**src/rtl/solar_pkg.sv**
```systemverilog
// Shared definitions for the solar array: panel state encoding and default widths.
package solar_pkg;

  typedef enum logic [1:0] {
    ST_OFF     = 2'd0,
    ST_TRACK   = 2'd1,
    ST_HARVEST = 2'd2,
    ST_FAULT   = 2'd3
  } panel_state_e;

  localparam int DEF_ANGLE_W     = 16;
  localparam int DEF_SUN_W       = 5;
  localparam int DEF_POWER_CONST = 120;

endpackage : solar_pkg

```
**src/rtl/solar_array_if.sv**
```systemverilog
// Bundle of per-panel controls and array status between controller and solar array.
interface solar_array_if
  import solar_pkg::*;
#(
  parameter int N_PANELS = 4,
  parameter int ANGLE_W  = DEF_ANGLE_W,
  parameter int SUN_W    = DEF_SUN_W,
  parameter int POWER_W  = 16,
  parameter int ENERGY_W = 32
);
  logic [N_PANELS-1:0]         en;
  logic [N_PANELS-1:0]         fault;
  logic                        clr_energy;
  logic [SUN_W-1:0]            sun;
  logic [2*N_PANELS-1:0]       state;
  logic [ANGLE_W*N_PANELS-1:0] angle;
  logic [POWER_W-1:0]          power_total;
  logic [ENERGY_W-1:0]         energy;

  modport master (
    output en, fault, clr_energy,
    input  sun, state, angle, power_total, energy
  );

  modport slave (
    input  en, fault, clr_energy,
    output sun, state, angle, power_total, energy
  );
endinterface : solar_array_if

```
**src/rtl/solar_panel_fsm.sv**
```systemverilog
// One tracking panel: state machine, wrapping angle and fault recovery hold counter.
module solar_panel_fsm
  import solar_pkg::*;
#(
  parameter int ANGLE_W     = DEF_ANGLE_W,
  parameter int ANGLE_INIT  = 16384,
  parameter int ANGLE_DELTA = 2447,
  parameter int FAULT_HOLD  = 8
) (
  input  logic               clk,
  input  logic               rst,
  input  logic               en,
  input  logic               fault,
  input  logic               day,
  output logic [1:0]         state_o,
  output logic [ANGLE_W-1:0] angle_o
);
  localparam int CNT_W = (FAULT_HOLD > 1) ? $clog2(FAULT_HOLD) : 1;
  localparam logic [CNT_W-1:0]   CNT_LOAD = CNT_W'(FAULT_HOLD - 1);
  localparam logic [ANGLE_W-1:0] STEP     = ANGLE_W'(ANGLE_DELTA);

  panel_state_e       state_q, state_d;
  logic [ANGLE_W-1:0] angle_q, angle_d;
  logic [CNT_W-1:0]   cnt_q, cnt_d;

  // Next state: fault beats enable, enable beats the day/night edge.
  always_comb begin
    state_d = state_q;
    angle_d = angle_q;
    cnt_d   = cnt_q;
    case (state_q)
      ST_OFF: begin
        if (fault) begin
          state_d = ST_FAULT;
          cnt_d   = CNT_LOAD;
        end else if (en) begin
          state_d = ST_TRACK;
        end else begin
          state_d = ST_OFF;
        end
      end
      ST_TRACK: begin
        angle_d = angle_q + STEP;
        if (fault) begin
          state_d = ST_FAULT;
          cnt_d   = CNT_LOAD;
        end else if (!en) begin
          state_d = ST_OFF;
        end else if (day) begin
          state_d = ST_HARVEST;
        end else begin
          state_d = ST_TRACK;
        end
      end
      ST_HARVEST: begin
        angle_d = angle_q - STEP;
        if (fault) begin
          state_d = ST_FAULT;
          cnt_d   = CNT_LOAD;
        end else if (!en) begin
          state_d = ST_OFF;
        end else if (!day) begin
          state_d = ST_TRACK;
        end else begin
          state_d = ST_HARVEST;
        end
      end
      ST_FAULT: begin
        // Residency extends in whole hold periods while the fault persists.
        if (cnt_q != {CNT_W{1'b0}}) begin
          cnt_d = cnt_q - {{(CNT_W-1){1'b0}}, 1'b1};
        end else if (fault) begin
          cnt_d = CNT_LOAD;
        end else begin
          state_d = ST_OFF;
        end
      end
      default: begin
        state_d = ST_OFF;
      end
    endcase
  end

  // Panel state, angle and hold counter registers.
  always_ff @(posedge clk) begin
    if (rst) begin
      state_q <= ST_OFF;
      angle_q <= ANGLE_W'(ANGLE_INIT);
      cnt_q   <= {CNT_W{1'b0}};
    end else begin
      state_q <= state_d;
      angle_q <= angle_d;
      cnt_q   <= cnt_d;
    end
  end

  assign state_o = state_q;
  assign angle_o = angle_q;
endmodule : solar_panel_fsm

```
**src/rtl/solar_array.sv**
```systemverilog
// Array of tracking panels sharing one day/night timer, with total power and saturating energy.
module solar_array
  import solar_pkg::*;
#(
  parameter int N_PANELS    = 4,
  parameter int ANGLE_W     = DEF_ANGLE_W,
  parameter int ANGLE_INIT  = 16384,
  parameter int ANGLE_DELTA = 2447,
  parameter int SUN_W       = DEF_SUN_W,
  parameter int POWER_CONST = DEF_POWER_CONST,
  parameter int POWER_W     = 16,
  parameter int ENERGY_W    = 32,
  parameter int FAULT_HOLD  = 8
) (
  input logic           clk,
  input logic           rst,
  solar_array_if.slave  bus
);
  localparam int SUM_W = ((ENERGY_W > POWER_W) ? ENERGY_W : POWER_W) + 1;

  logic [SUN_W-1:0]            sun_q, sun_d;
  logic [ENERGY_W-1:0]         energy_q, energy_d;
  logic [2*N_PANELS-1:0]       state_s;
  logic [ANGLE_W*N_PANELS-1:0] angle_s;
  logic [POWER_W-1:0]          power_s;
  logic [SUM_W-1:0]            sum_s;
  logic                        day_s;

  assign day_s = sun_q[SUN_W-1];

  for (genvar i = 0; i < N_PANELS; i++) begin : g_panel
    solar_panel_fsm #(
      .ANGLE_W    (ANGLE_W),
      .ANGLE_INIT (ANGLE_INIT),
      .ANGLE_DELTA(ANGLE_DELTA),
      .FAULT_HOLD (FAULT_HOLD)
    ) u_panel (
      .clk    (clk),
      .rst    (rst),
      .en     (bus.en[i]),
      .fault  (bus.fault[i]),
      .day    (day_s),
      .state_o(state_s[2*i +: 2]),
      .angle_o(angle_s[ANGLE_W*i +: ANGLE_W])
    );
  end

  // Power and energy next-value: sum over harvesting panels, then saturating add.
  always_comb begin
    power_s = {POWER_W{1'b0}};
    for (int i = 0; i < N_PANELS; i++) begin
      if (state_s[2*i +: 2] == ST_HARVEST) begin
        power_s = power_s + POWER_W'(POWER_CONST);
      end else begin
        power_s = power_s;
      end
    end
    sun_d = sun_q + {{(SUN_W-1){1'b0}}, 1'b1};
    sum_s = SUM_W'(energy_q) + SUM_W'(power_s);
    if (bus.clr_energy) begin
      energy_d = {ENERGY_W{1'b0}};
    end else if (|sum_s[SUM_W-1:ENERGY_W]) begin
      energy_d = {ENERGY_W{1'b1}};
    end else begin
      energy_d = sum_s[ENERGY_W-1:0];
    end
  end

  // Shared sun timer and energy accumulator registers.
  always_ff @(posedge clk) begin
    if (rst) begin
      sun_q    <= {SUN_W{1'b0}};
      energy_q <= {ENERGY_W{1'b0}};
    end else begin
      sun_q    <= sun_d;
      energy_q <= energy_d;
    end
  end

  assign bus.sun         = sun_q;
  assign bus.state       = state_s;
  assign bus.angle       = angle_s;
  assign bus.power_total = power_s;
  assign bus.energy      = energy_q;
endmodule : solar_array

```
**src/flat_wrapper.sv**
```systemverilog
// flat-port wrapper written by rule: the top's interface ports become plain ports
module solar_array_flat import solar_pkg::*;
#(
  parameter int N_PANELS    = 4,
  parameter int ANGLE_W     = DEF_ANGLE_W,
  parameter int ANGLE_INIT  = 16384,
  parameter int ANGLE_DELTA = 2447,
  parameter int SUN_W       = DEF_SUN_W,
  parameter int POWER_CONST = DEF_POWER_CONST,
  parameter int POWER_W     = 16,
  parameter int ENERGY_W    = 32,
  parameter int FAULT_HOLD  = 8
)
  (clk, rst, bus_en, bus_fault, bus_clr_energy, bus_sun, bus_state, bus_angle, bus_power_total, bus_energy);
  solar_array_if #(.N_PANELS(N_PANELS), .ANGLE_W(ANGLE_W), .SUN_W(SUN_W), .POWER_W(POWER_W), .ENERGY_W(ENERGY_W)) bus_i ();
  input logic clk;
  input logic rst;
  input wire logic [$bits(bus_i.en)-1:0] bus_en;
  input wire logic [$bits(bus_i.fault)-1:0] bus_fault;
  input wire logic [$bits(bus_i.clr_energy)-1:0] bus_clr_energy;
  output wire logic [$bits(bus_i.sun)-1:0] bus_sun;
  output wire logic [$bits(bus_i.state)-1:0] bus_state;
  output wire logic [$bits(bus_i.angle)-1:0] bus_angle;
  output wire logic [$bits(bus_i.power_total)-1:0] bus_power_total;
  output wire logic [$bits(bus_i.energy)-1:0] bus_energy;
  assign bus_i.en = bus_en;
  assign bus_i.fault = bus_fault;
  assign bus_i.clr_energy = bus_clr_energy;
  assign bus_sun = bus_i.sun;
  assign bus_state = bus_i.state;
  assign bus_angle = bus_i.angle;
  assign bus_power_total = bus_i.power_total;
  assign bus_energy = bus_i.energy;
  solar_array #(.N_PANELS(N_PANELS), .ANGLE_W(ANGLE_W), .ANGLE_INIT(ANGLE_INIT), .ANGLE_DELTA(ANGLE_DELTA), .SUN_W(SUN_W), .POWER_CONST(POWER_CONST), .POWER_W(POWER_W), .ENERGY_W(ENERGY_W), .FAULT_HOLD(FAULT_HOLD)) u_core (.clk(clk), .rst(rst), .bus(bus_i));
endmodule
```
**config.mk**
```make
export PLATFORM = sky130hd
export DESIGN_NAME = solar_array_flat
export DESIGN_NICKNAME = d
export VERILOG_FILES = /design/src/rtl/solar_pkg.sv /design/src/rtl/solar_array_if.sv /design/src/rtl/solar_panel_fsm.sv /design/src/rtl/solar_array.sv /design/src/flat_wrapper.sv
export SDC_FILE = /design/constraint.sdc
export NUM_CORES = 1
export LEC_CHECK = 0
export CORE_MARGIN = 2
export CORE_UTILIZATION = 60
export DETAILED_ROUTE_END_ITERATION = 10
export GPL_TIMING_DRIVEN = 1
export PLACE_DENSITY_LB_ADDON = 0.1
export SYNTH_ARGS = -nofsm -noshare
export SYNTH_HDL_FRONTEND = slang
export SYNTH_SLANG_ARGS = --single-unit
export TNS_END_PERCENT = 10
```
**constraint.sdc**
```tcl
create_clock -name clk -period 11.3 [get_ports clk]
set_clock_uncertainty 0.1 [all_clocks]
set_input_delay 2.26 -clock clk [delete_from_list [all_inputs] [get_ports clk]]
set_output_delay 2.26 -clock clk [all_outputs]
set_load 0.02 [all_outputs]
```
Run 1, sequential cells grouped by signal name:
Scale bar: 50 um. Other sequential cells in the stronger gray, the rest of the logic in the fainter gray.
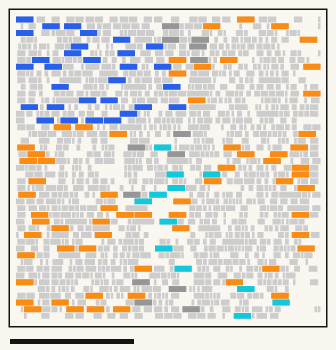
`u_core.bus.energy` -> blue  # placed flops 30
`u_core.g_panel.u_panel.angle_o` -> orange  # placed flops 64, where widely spread
`u_core.g_panel.u_panel.cnt_q` -> cyan  # placed flops 12

Run 1, cell classes on the final placement:
Scale bar: 50 um.
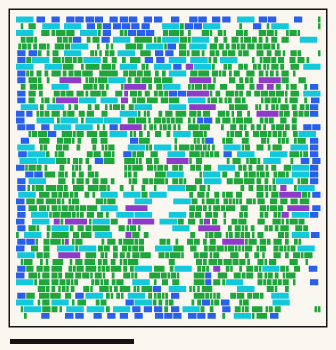
combinational and other logic -> green  # cells 994, share of their area 60%
other buffers and delay cells -> blue  # cells 129, share of their area 12%
clock drivers and dummy loads -> purple  # cells 31, share of their area 5.2%
flops -> cyan  # cells 119, share of their area 22%

==> results_slide.txt, run 1 <==
Run Summary

Power and ir drop
  – Max VDD drop: 0.170 mV
  – Sequential share of power: 30.2%
  – Top power group: combinational logic
  – Comb pwr: around 940 uW
  – Cell Int Power: 1220 uW
  – Sw Share: 41.4%
  – Comb power frac: about 45%
  – Sw Pwr: approximately 860 uW
  – P_leak: 0.00436 uW

Route
  – Top layer in use: met4
  – Vias per cell: 6.15
  – Final wirelength: 22.8 mm
  – Iteration-0 DRC Markers: 603
  – Via count: 8986
  – Met3 WL: 1.36 mm
  – Antenna Violating Nets Remaining: 0
  – Initial DRT Pass Iterations: 5
  – DRC: 0
  – Drt wl/cell: ~16 um
  – Routed length on met1: 10.6 mm

Synthesis
  – Synth unique cells: 83
  – Top FF cell, synth: dfxtp_1
  – Mapped Avg Cell Area: 7.76 sq um
  – Gate Count Post-Synth: 1181
  – Asr flop ratio synth: 0%
  – # Cells Yosys: 1181
  – YS chip area: 0.00917 sq mm
  – Syn. warnings: 0

Critical path
  – Setup CP Type: flip-flop to output pin
  – CP startpoint kind: flip-flop
  – Crit-path max cell delay: roughly 0.75 ns
  – WP data required: 8.94 ns
  – Gate family responsible for the most delay along the worst path: adder cells
  – WP buf/inv: 2
  – Critical path's slowest cell: ha_1
  – CP Capture Type: output pin
  – WP depth: 9
  – Max FO, Critical Path: 24
  – Most common cell on crit path: ha_1
  – Critical Path Sink: bus_power_total[7]
  – Worst r2r dst: u_core.bus.energy[23]$_SDFF_PP0_
  – Worst r2r path cells: 14
  – CP Cell Sequence: ha_1, inv_1, ha_1, xnor2_1, ha_1, a21oi_1, a211oi_1, a221oi_1, clkdlybuf4s50_1
  – Reg2reg setup slack: 5.84 ns
  – Reg2reg start: u_core.g_panel[0].u_panel.state_o[1]$_SDFFE_PP0P_

Floorplan
  – Die Size: 0.0163 sq mm
  – Die Height: 128 um
  – CORE AREA: between 0.015 and 0.02 sq mm
  – FP Util: a little over 60%
  – Row cnt: 45
  – Die span in x: 128 um

CTS
  – Skew-Pair Late Insertion Delay: 0.42 ns
  – Post-CTS Resized: 0
  – Clock-pin slew on the worst setup and hold paths: ~0.060 ns
  – # clock sinks: about 120
  – Root buf cell: clkbuf_16
  – CTS tree: yes
  – Post-CTS Repair Setup Buffers: 0

GRT
  – Initial antenna violation count: 0
  – Routing usage on met1: 36.1%
  – Met2 GRT Util: 46.3%
  – GRT overflow: 0
  – Largest net degree at the start of global routing: approximately 96
  – Top Usage Layer GRT: met2
  – Vias in the first global route: 7990

Place
  – Placed inst area: 0.0103 sq mm
  – IO Port Bufs: 126
  – HPWL Detailed: about 16 mm
  – GPL Wtd Cong: approximately 0.9

Worst hold path
  – Min-Delay Path Depth: 1
  – Worst hold start: u_core.bus.sun[0]$_SDFF_PP0_

Timing
  – Hold WS: about 0.36 ns
  – Final period utilization: 60.2%
  – Max Slew Vio Count: 0
  – Final setup viols: 0
  – Setup TNS: 0 ns
  – Final WS setup: around 4.5 ns
  – Tmin final: 6.80 ns
  – Final hold viol count: 0
  – Slew HR: 30.9%

Job
  – Tool warnings: 40
  – MaxCap Viol Count: 0

Finish
  – Top cell excl fill/tap: nor2_1
  – Area Growth Syn to Fin: 18.8%
  – Share of cells above drive strength 1: under 10%
  – Final instance area: 0.0109 sq mm
  – Final #Nets: 1337

Status
  – Outcome: finished, final reports clean
Run 1, track usage over the die:
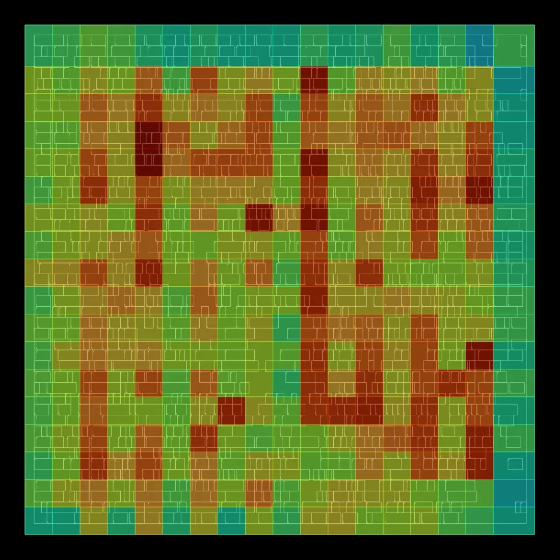
met3 GRT Util: 6.41%
Layout Utilization: 72.2%

## run 1: cell families (layout without fill, tap and decap cells)
family / count (synthesis) / count (layout) / share of synthesized area, %
simple gates: 432 / 432 / 24.1
compound gates: 333 / 333 / 24.7
buf+inv: 137 / 221 / 6.60
flops: 119 / 119 / 26.0
fa+ha+maj: 65 / 65 / 9.12
xor+xnor: 63 / 63 / 6.02
mux: 31 / 31 / 3.45
other cells: 1 / 9 / 0.0409
## run 1: cell type report
class | instances | area (sq um) | share of cell area (%)
sequential | 119 | 2380 | 21.9
multi-input combinational | 933 | 6210 | 57.0
inverter | 61 | 229 | 2.10
clock buffer | 17 | 425 | 3.91
timing repair buffer | 129 | 1280 | 11.8
tap | 188 | 235 | 2.16
clock inverter | 14 | 128 | 1.17
## run 1: cells in the mapped netlist (13+ instances only)
cell type,number,area (sq um)
clkbuf_1,38,143
xor2_1,18,158
o21a_1,14,105
nand3_1,30,150
inv_1,60,225
nor2b_1,23,144
a21o_1,25,188
a31oi_1,15,93.8
buf_2,13,65.1
ha_1,62,776
and3_1,13,81.3
mux2i_1,26,260
o21ai_0,47,235
nor2_1,133,499
buf_4,16,120
dfxtp_1,119,2380
xnor2_1,45,394
nand2_1,84,315
nand2b_1,16,100
nor3_1,46,230
a211oi_1,26,195
a21oi_1,88,440
## run 1: registers in the layout (all words and copies together), names as in the netlist
register,cells
u_core.bus.sun,5
u_core.g_panel.u_panel.state_o,8
u_core.bus.energy,30
u_core.g_panel.u_panel.cnt_q,12
u_core.g_panel.u_panel.angle_o,64
## run 1: through the flow
step           std cells  total power [uW]  utilization [%]
2_1_floorplan       1189              1290                -
3_3_place_gp        1430              1550             68.5
6_report            1461              2090             72.2
3_5_place_dp        1430              1560             68.5
5_1_grt             1461              2220             72.2
4_1_cts             1461              2090             72.2
## Run 2: what changed since run 1
CORE_UTILIZATION = 50   (was 60)
clock period = 5.63 ns   (was 11.3 ns; I/O delays follow)
Run 2, cell classes on the final placement:
Scale bar: 50 um.
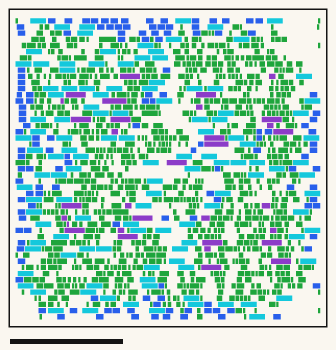
flops -> cyan  # cells 119, share of their area 22%
other buffers and delay cells -> blue  # cells 134, share of their area 12%
combinational and other logic -> green  # cells 994, share of their area 60%
clock drivers and dummy loads -> purple  # cells 32, share of their area 5.5%
Layout Utilization: 61.4%
CORE AREA: 0.0180 sq mm
row cnt: 49
final instance area: 0.0110 sq mm

Run 2, logic cells by family:
Scale bar: 50 um.
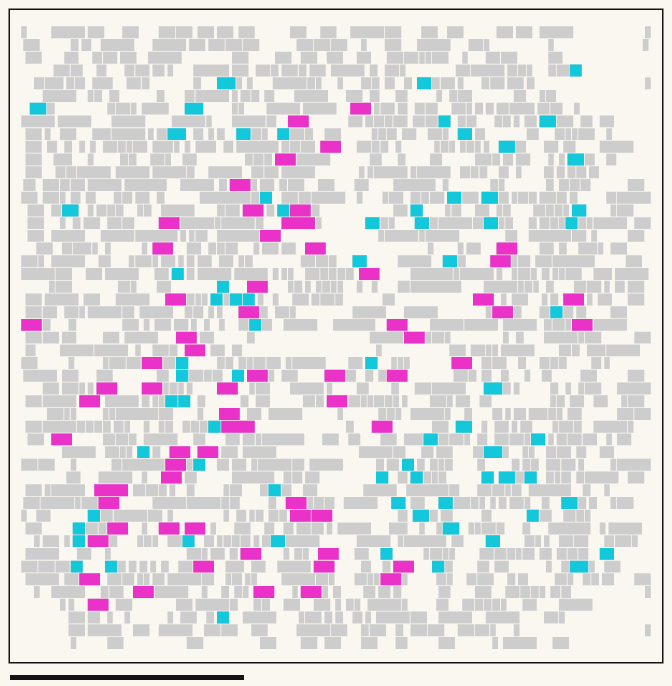
adder and majority cells -> magenta  # cells 65
AND-OR and OR-AND gates -> cyan  # cells 73, where widely spread
combinational fraction of the cell area: 56.4%
Final Non-Filler Cells: 1508
Top cell excl fill/tap: nor2_1

==> results_slide.txt, run 2 <==
Run Summary

Route
  – Iteration-0 DRC Markers: 621 (+3.0%)
  – Drt wl/cell: 15.6 um (about the same)
  – Antenna Violating Nets Remaining: 0 (unchanged)
  – DRC: 0 (unchanged)
  – Via count: 8787 (-2.2%)
  – Final wirelength: 23.5 mm (+3.2%)
  – Vias per cell: 5.83 (-5.3%)
  – Initial DRT Pass Iterations: 7 (+2)

Synthesis
  – # Cells Yosys: 1181 (unchanged)
  – Mapped Avg Cell Area: 7.76 sq um (unchanged)
  – Gate Count Post-Synth: 1181 (unchanged)
  – Main area contributors: dfxtp_1 26%, ha_1 8.5%, nor2_1 5.4%, a21oi_1 4.8%, xnor2_1 4.3%
  – Syn. warnings: 0 (unchanged)
  – Yosys top cell by area: dfxtp_1
  – Synthesized area: 0.00917 sq mm
  – EDFF count, synth: 0
  – Asr flop ratio synth: 0% (unchanged)
  – Synth unique cells: 83 (unchanged)
  – YS chip area: 0.00917 sq mm (unchanged)
  – Max-area cell share: 26.0% (unchanged)
  – Flops after synth: between 100 and 150
  – Most numerous cell in the Yosys netlist: nor2_1
  – Seq share, synth: 26.0%
  – Top cells by count, synth: 133 x nor2_1, 119 x dfxtp_1, 88 x a21oi_1
  – Top FF cell, synth: dfxtp_1

Critical path
  – Critical path's slowest cell: clkdlybuf4s50_1
  – Most common cell on crit path: ha_1
  – Critical Path Sink: bus_power_total[7]
  – Worst r2r path cells: 15 (+1)
  – Crit-path max cell delay: 0.71 ns (-0.04 ns)
  – WP data arrival: 3.55 ns
  – Worst r2r dst: u_core.bus.energy[23]$_SDFF_PP0_
  – CP startpoint kind: flip-flop
  – WP data required: 4.40 ns (-4.54 ns)
  – Crit path from: u_core.g_panel[1].u_panel.state_o[0]$_SDFFE_PP0P_
  – Reg2reg start: u_core.g_panel[1].u_panel.state_o[0]$_SDFFE_PP0P_
  – CP Capture Type: output pin
  – Reg2reg setup slack: 1.03 ns (-4.81 ns)
  – Max FO, Critical Path: 11 (-54%)
  – Setup CP Type: flip-flop to output pin
  – CP Cell Sequence: inv_1, ha_1, inv_1, ha_1, xnor2_1, ha_1, a21oi_1, a211oi_1, a221oi_1, clkdlybuf4s50_1

Finish
  – Filler cell count: 1665
  – Max FFs per register: 64 (unchanged)
  – Share of cells above drive strength 1: 6.02% (+0.36 points)
  – Area Growth Syn to Fin: 20.2%
  – Ant diodes: 0
  – Top Layout Cells: 133 x nor2_1, 125 x clkdlybuf4s50_1, 119 x dfxtp_1
  – Sequential Area: 0.00238 sq mm (unchanged)
  – Multi-input gate area: 0.00621 sq mm (unchanged)
  – Final #Nets: 1342 (+0.37%)

Job
  – MaxCap Viol Count: 0 (unchanged)
  – Tool warnings: 40 (unchanged)

Place
  – GPL Wtd Cong: 0.884 (-1.8%)
  – HPWL Detailed: 16.5 mm (+4.6%)
  – IO Port Bufs: 126 (unchanged)
  – Placed cells: 1476 (+3.2%)

GRT
  – Top Usage Layer GRT: met2
  – Largest net degree at the start of global routing: 58 (-40%)
  – First-pass GRT wire length: 39.4 mm
  – GRT overflow: 0 (unchanged)
  – Total Routing Usage GR: 24.1%
  – Initial antenna violation count: 0 (unchanged)
  – Routing usage on met1: 34.0% (-2.1 points)
  – Met2 GRT Util: 38.2% (-8.1 points)
  – Met3 GRT Util: 4.85% (-1.6 points)
  – Vias in the first global route: 7921 (-0.86%)

Timing
  – Max Slew Vio Count: 0 (unchanged)
  – Setup TNS: 0 ns (unchanged)
  – Max frequency: around 0.21 GHz
  – Final hold viol count: 0 (unchanged)
  – RSZ-0062 raised after global routing: false
  – Tmin final: approximately 4.8 ns
  – Final setup viols: 0 (unchanged)
  – Worst slew pin tran: ~0.91 ns
  – Slew HR: 37.9% (+7.0 points)
  – Final period utilization: 84.9%

Worst hold path
  – Worst hold start: u_core.g_panel[0].u_panel.cnt_q[0]$_SDFF_PP0_
  – Worst hold endpoint: u_core.g_panel[0].u_panel.cnt_q[0]$_SDFF_PP0_
  – Min-Delay Path Depth: 1 (unchanged)
  – Hold crit path type: flip-flop to flip-flop

CTS
  – Post-CTS Resized: 0 (unchanged)
  – Clock-pin slew on the worst setup and hold paths: 0.06 ns (about the same)
  – Skew-Pair Late Insertion Delay: 0.43 ns (about the same)
  – Hold-fix buffers, CTS: 0
  – H-tree lvl count: 4
  – # clock sinks: 119 (unchanged)
  – Root buf cell: clkbuf_16
  – CTS tree: yes
  – Num CTS Buffers: 17
  – Post-CTS Repair Setup Buffers: 0 (unchanged)
  – Max Root-Sink Buffers: 2

Power and ir drop
  – Pwr dens: about 390 mW/mm^2
  – P_leak: 0.00442 uW (+1.2%)
  – Max VDD drop: 0.244 mV (+43%)
  – Power Total: 4270 uW (+100%)

Floorplan
  – Top Ports: 136
  – Die Height: 139 um (+9.2%)
  – Die Size: 0.0194 sq mm (+19%)
  – Die span in x: 139 um (+9.2%)
  – FP Util: 51.0% (-9.7 points)

Status
  – Outcome: finished, final reports clean
==> run 2: logic make-up after synthesis <==
logic type               Yosys count  synth area share, %
AND/OR/NAND/NOR                  432                 24.1
multiplexers                      31                 3.45
flip-flops                       119                 26.0
other                              1               0.0409
adder cells (fa/ha/maj)           65                 9.12
AND-OR/OR-AND                    333                 24.7
buffers and inverters            137                 6.60
XOR/XNOR                          63                 6.02
==> run 2: final cells by class <==
cell class	count	share of cell area [%]
multi-input combinational	933	56.4
sequential	119	21.6
timing repair buffer	134	12.0
clock buffer	18	3.89
tap	229	2.60
inverter	61	2.08
clock inverter	14	1.50
==> run 2: metal layers <==
metal,up-vias,share of wire (%)
li1,4443,-
met1,4081,49
met2,245,46
met3,18,5.1
met4,0,0.82
met5,-,0
==> run 2: where the power goes <==
group / total [uW] / switching (uW) / internal (uW) / leakage [uW]
logic: 1890 / 1030 / 860 / 0.00315
clock network: 1120 / 453 / 665 / 0.000290
registers: 1270 / 278 / 990 / 0.000976
==> run 2: through the flow <==
step	cell area (sq um)	util [%]	worst slack [ns]	hold WS (ns)
2_1_floorplan	9200	-	1.05	0.343
3_3_place_gp	10400	58.0	1.20	0.351
3_5_place_dp	10400	58.0	1.03	0.358
4_1_cts	11000	61.4	0.792	0.370
5_1_grt	11000	61.4	0.562	0.400
6_report	11000	61.4	0.850	0.370
==> run 2: critical path, delay by kind of cell (launching register included) <==
kind,cells,cell delay [ns]
DFF,1,0.40
AOI/OAI and AO/OA,3,0.62
adders and majority gates,3,0.79
xor gates and xnor gates,1,0.18
buffers and inverters,3,1.13
Power figures rest on the tool's default switching activity, not on a simulated workload.
